Fig. 1: clock wires, drivers and flops
Bar = 20 um.
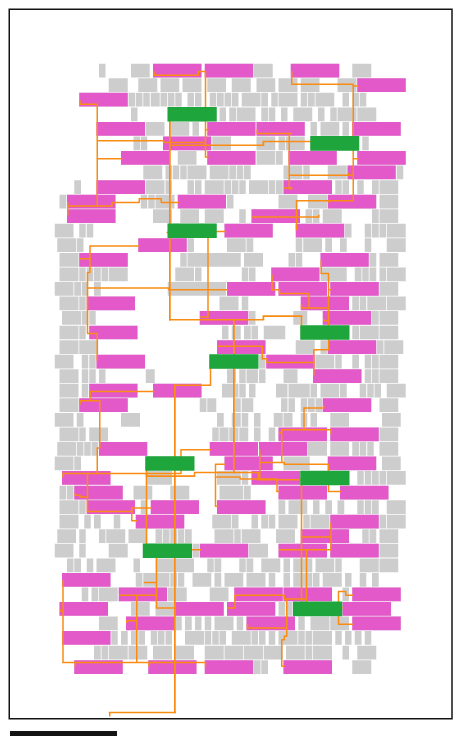
Fig. 2: pin placement
Pins as bars across the die edge, other pins in grey.
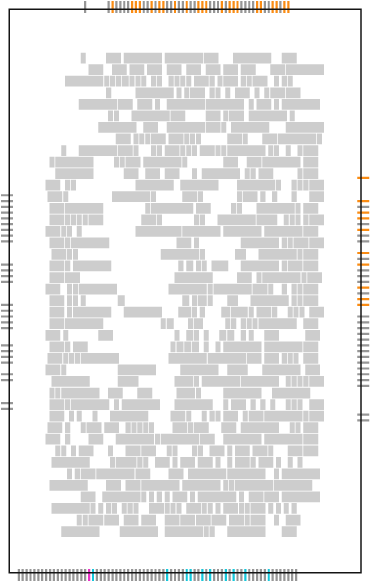
File: src/rtl/mem_stage_ctrl.sv
// MEM-stage data-memory sequencer: latches the EX/MEM access and drives the memory for
// WAIT_CYCLES cycles. Define MISALIGN_TRAP_EN to trap non-word-aligned requests.
module mem_stage_ctrl #(
  parameter int unsigned WORD_SIZE   = 32,
  parameter int unsigned ADDR_SIZE   = 10,
  parameter int unsigned WAIT_CYCLES = 2
) (
  input  logic                 clk,
  input  logic                 rst,
  input  logic                 mem_read,
  input  logic                 mem_write,
  input  logic                 flush,
  input  logic [31:0]          addr,
  input  logic [WORD_SIZE-1:0] wdata,
  output logic                 stall,
  output logic [WORD_SIZE-1:0] rdata,
  output logic                 rdata_valid,
  output logic                 dmem_en,
  output logic                 dmem_we,
  output logic [ADDR_SIZE-1:0] dmem_addr,
  output logic [WORD_SIZE-1:0] dmem_wdata,
  input  logic [WORD_SIZE-1:0] dmem_rdata,
  output logic                 misalign
);

  localparam int unsigned CNT_W = 4;
  localparam logic [CNT_W-1:0] CNT_LOAD = CNT_W'(WAIT_CYCLES - 1);

  typedef enum logic [1:0] {IDLE, ACCESS, DONE} state_t;

  state_t               state, state_nxt;
  logic [CNT_W-1:0]     cnt, cnt_nxt;
  logic                 req, aligned, start;
  logic                 en_nxt, we_nxt, rvalid_nxt, mis_nxt;
  logic [ADDR_SIZE-1:0] addr_nxt;
  logic [WORD_SIZE-1:0] wdata_nxt, rdata_nxt;
  logic                 unused_addr_bits;

  assign req = (mem_read | mem_write) & ~flush;

`ifdef MISALIGN_TRAP_EN
  assign aligned = (addr[1:0] == 2'b00);
`else
  assign aligned = 1'b1;
`endif

  assign start = req & aligned;
  assign unused_addr_bits = ^{addr[31:ADDR_SIZE+2], addr[1:0]};

  // Stall asserts combinationally as soon as an access is accepted.
  assign stall = ((state == IDLE) & start) | (state == ACCESS);

  // State register
  always_ff @(posedge clk or posedge rst) begin
    if (rst) state <= IDLE;
    else     state <= state_nxt;
  end

  // Next-state logic
  always_comb begin
    state_nxt = state;
    case (state)
      IDLE:    if (start) state_nxt = ACCESS;
      ACCESS:  if (cnt == '0) state_nxt = DONE;
      DONE:    state_nxt = IDLE;
      default: state_nxt = IDLE;
    endcase
  end

  // Output logic: next values of the registered outputs, holding by default
  always_comb begin
    en_nxt     = dmem_en;
    we_nxt     = dmem_we;
    addr_nxt   = dmem_addr;
    wdata_nxt  = dmem_wdata;
    rdata_nxt  = rdata;
    rvalid_nxt = 1'b0;
    mis_nxt    = 1'b0;
    cnt_nxt    = cnt;
    case (state)
      IDLE: begin
        if (start) begin
          en_nxt    = 1'b1;
          we_nxt    = mem_write;
          addr_nxt  = addr[ADDR_SIZE+1:2];
          wdata_nxt = wdata;
          cnt_nxt   = CNT_LOAD;
        end
`ifdef MISALIGN_TRAP_EN
        if (req & ~aligned) mis_nxt = 1'b1;
`endif
      end
      ACCESS: begin
        if (cnt != '0) begin
          cnt_nxt = cnt - CNT_W'(1);
        end else begin
          // dmem_we still reflects the latched op; both-high requests act as stores
          if (!dmem_we) begin
            rdata_nxt  = dmem_rdata;
            rvalid_nxt = 1'b1;
          end
          en_nxt = 1'b0;
          we_nxt = 1'b0;
        end
      end
      default: ;
    endcase
  end

  // Registered outputs and wait counter
  always_ff @(posedge clk or posedge rst) begin
    if (rst) begin
      dmem_en     <= 1'b0;
      dmem_we     <= 1'b0;
      dmem_addr   <= '0;
      dmem_wdata  <= '0;
      rdata       <= '0;
      rdata_valid <= 1'b0;
      cnt         <= '0;
    end else begin
      dmem_en     <= en_nxt;
      dmem_we     <= we_nxt;
      dmem_addr   <= addr_nxt;
      dmem_wdata  <= wdata_nxt;
      rdata       <= rdata_nxt;
      rdata_valid <= rvalid_nxt;
      cnt         <= cnt_nxt;
    end
  end

`ifdef MISALIGN_TRAP_EN
  always_ff @(posedge clk or posedge rst) begin
    if (rst) misalign <= 1'b0;
    else     misalign <= mis_nxt;
  end
`else
  logic unused_mis;
  assign unused_mis = mis_nxt;
  assign misalign   = 1'b0;
`endif

endmodule
File: config.mk
export PLATFORM = sky130hd
export DESIGN_NAME = mem_stage_ctrl
export DESIGN_NICKNAME = d
export VERILOG_FILES = /design/src/rtl/mem_stage_ctrl.sv
export SDC_FILE = /design/constraint.sdc
export NUM_CORES = 1
export LEC_CHECK = 0
export ABC_AREA = 1
export CAP_MARGIN = 20
export CORE_ASPECT_RATIO = 1.75
export CORE_MARGIN = 8
export CORE_UTILIZATION = 42
export DETAILED_ROUTE_END_ITERATION = 8
export PLACE_DENSITY = 0.86
export SYNTH_ARGS = -nofsm -noshare
export SYNTH_HDL_FRONTEND = slang
export SYNTH_SLANG_ARGS = --single-unit
File: constraint.sdc
create_clock -name clk -period 5.6 [get_ports clk]
set_input_delay 1.12 -clock clk [delete_from_list [all_inputs] [get_ports clk]]
set_output_delay 1.12 -clock clk [all_outputs]
set_load 0.005 [all_outputs]
==> changes_impl.md <==
### Physical design

- Via count of the first global-routing pass: 3161
- Net count reported at finish: 626
- Area Growth Syn to Fin: 59.5%
- Number of hold buffers added after CTS: 0
- Final cycle utilization of the critical path: between 60% and 70%
- Register-to-register setup slack: between 3 and 4 ns
- Highest net fanout along the worst path: 2
- Register clock-pin slew on the reported worst setup and hold paths: 0.06 ns
- Yosys cell types: 18
- Longest Clk Path Bufs: 2
- Routed wire per std cell: 16.0 um
- Worst setup path class: input port to primary output
- Crit path time final: 3.51 ns
- Area of the mapped netlist: 0.00325 mm^2
- Placed Instance Area: just under 0.005 mm^2
- Log Warnings: 49
- Cell internal pwr: 1.96 mW
- CTS tree: done
- Total routed wirelength: 9.87 mm
- Chip Area: 0.0109 mm^2
- Remaining antenna violation count after routing: 0
- Main logic family after synthesis: simple AND/OR/NAND/NOR gates
- Max-cap violations: 0
- Synth Area per Inst: 8.81 um^2
- Die boundary height: approximately 130 um
- Critical Path Start Type: input port
- Synthesized chip area reported by yosys: 0.00325 mm^2
- Count of state elements after synthesis: 83
- Maximum number of pins on one net before global-route repair: 48
- Power Clock: 0.609 mW
- Final total negative setup slack: 0 ns
- Most crowded layer after global routing: met2
- Clock Power Share: 21.2%
- Global route total overflow: 0
- Total clock buffers created by CTS: 9
- Final max-slew violation count: 0
- Final non-filler cell area: 0.00518 mm^2
- Total setup buffers inserted after CTS: 0
- Pre-Repair DR Iteration Count: 4
- Slack of the critical path: 2.09 ns
- Delay of the slowest cell on the worst path: 0.53 ns
- Beginning of the critical path: mem_write
- Horizontal die size: 82.5 um
- Endpoint type of the worst setup path: primary output
- Non-Filler Instances: 615
- CTS Root Buffer Type: clkbuf_16
- Rel. slew slack: 54.5%
- Static Leak: roughly 2.6 nW
- Cell depth of the worst hold path: 2
- Data arrival time of the critical path: 2.39 ns
- Most common library cell in the layout ignoring fill and taps: nand2_1
- Endpoint of the worst-slack reg-to-reg timing path: rdata[12]$_DFFE_PP0P_
- PwrDens: 553 mW/mm^2
- Standard cell with the maximum stage delay on the critical path: clkdlybuf4s50_1
- Overall power: 2.87 mW
- Reg-to-Reg Start: cnt[0]$_DFFE_PP0P_
- Post-place setup slack: 2.09 ns
- Combinational power: 1.21 mW
- AND-OR/OR-AND Cells, Area Fraction: 0.924%
- Detailed-route via count: 2883
- Result of the run: complete, no violations
- Hold path startpoint: rdata[13]$_DFFE_PP0P_
- Number of antenna violations at the first check in global routing: 0
- Routability Congestion: 0.764
- H-tree lvl count: 3
- Fraction of met2 tracks used by global routing: 33.5%
- Total cells reported by yosys after synthesis: 369
- Drt drc: 0
- DP HPWL: 7.36 mm
- Via density per instance: 4.69
## Picture notes: Fig. 1
[magenta] flip-flops | count: 83
[green] clock-net drivers | count: 9
[orange] clock wires | length: 994 um
routed clock nets: 10

## Picture notes: Fig. 2
| colour | port | pins | direction | edge |
|---|---|---|---|---|
| cyan | dmem_addr | 10 | output | bottom |
| orange | rdata | 32 | output | 22 top, 10 right |
| magenta | clk | 1 | input | bottom |

==> area by class of cell <==
class | instances | area (um^2)
fillers | 616 | 2330
flip-flops and latches | 83 | 2080
repair buffers | 159 | 1600
multi-input cells | 258 | 1030
clock buffers | 14 | 284
well taps | 88 | 110
inverters | 12 | 47.5
clock inverters | 1 | 30.0
==> cell usage after synthesis <==
library cell,n,area [um^2]
dfrtp_1,83,2080
buf_6,3,33.8
nor2_1,7,26.3
nand4_1,1,6.26
xor2_1,1,8.76
conb_1,1,3.75
nand2_2,2,12.5
buf_2,12,60.1
inv_1,8,30.0
ha_1,2,25.0
o21ai_0,6,30.0
clkinv_1,1,3.75
buf_4,1,7.51
nor2_4,2,22.5
inv_2,2,7.51
nand2_1,232,871
nand3_1,4,20.0
clkinv_2,1,5.00
==> logic make-up after synthesis <==
| family | Yosys count |
|---|---|
| compound gates | 6 |
| buf+inv | 28 |
| xor+xnor | 1 |
| fa+ha+maj | 2 |
| simple gates | 248 |
| other cells | 1 |
| flops | 83 |
==> layer usage <==
layer	part of all wire [%]	routed length, um
met1	34	3390
met2	55	5460
met3	6.5	639
met4	3.8	374
met5	0	0
==> registers in the layout, indices dropped and copies added (netlist names) <==
signal / flops
dmem_addr: 10
cnt: 4
rdata: 32
dmem_en: 1
dmem_we: 1
dmem_wdata: 32
rdata_valid: 1
state: 2
==> worst max-delay path by stage <==
stage	to	slack (ns)	cells after the start
final	stall	2.09	6
after global routing	stall	2.00	6
after CTS	stall	2.07	6
after detailed placement	stall	2.09	6
after global placement	dmem_we$_DFFE_PP0P_	1.82	7
after floorplan	cnt[0]$_DFFE_PP0P_	2.34	1
==> critical path: cells and delay by family <==
kind	cells	cell delay, ns
buf+inv	3	1.05
simple gates	3	0.22
Power figures rest on the tool's default switching activity, not on a simulated workload.
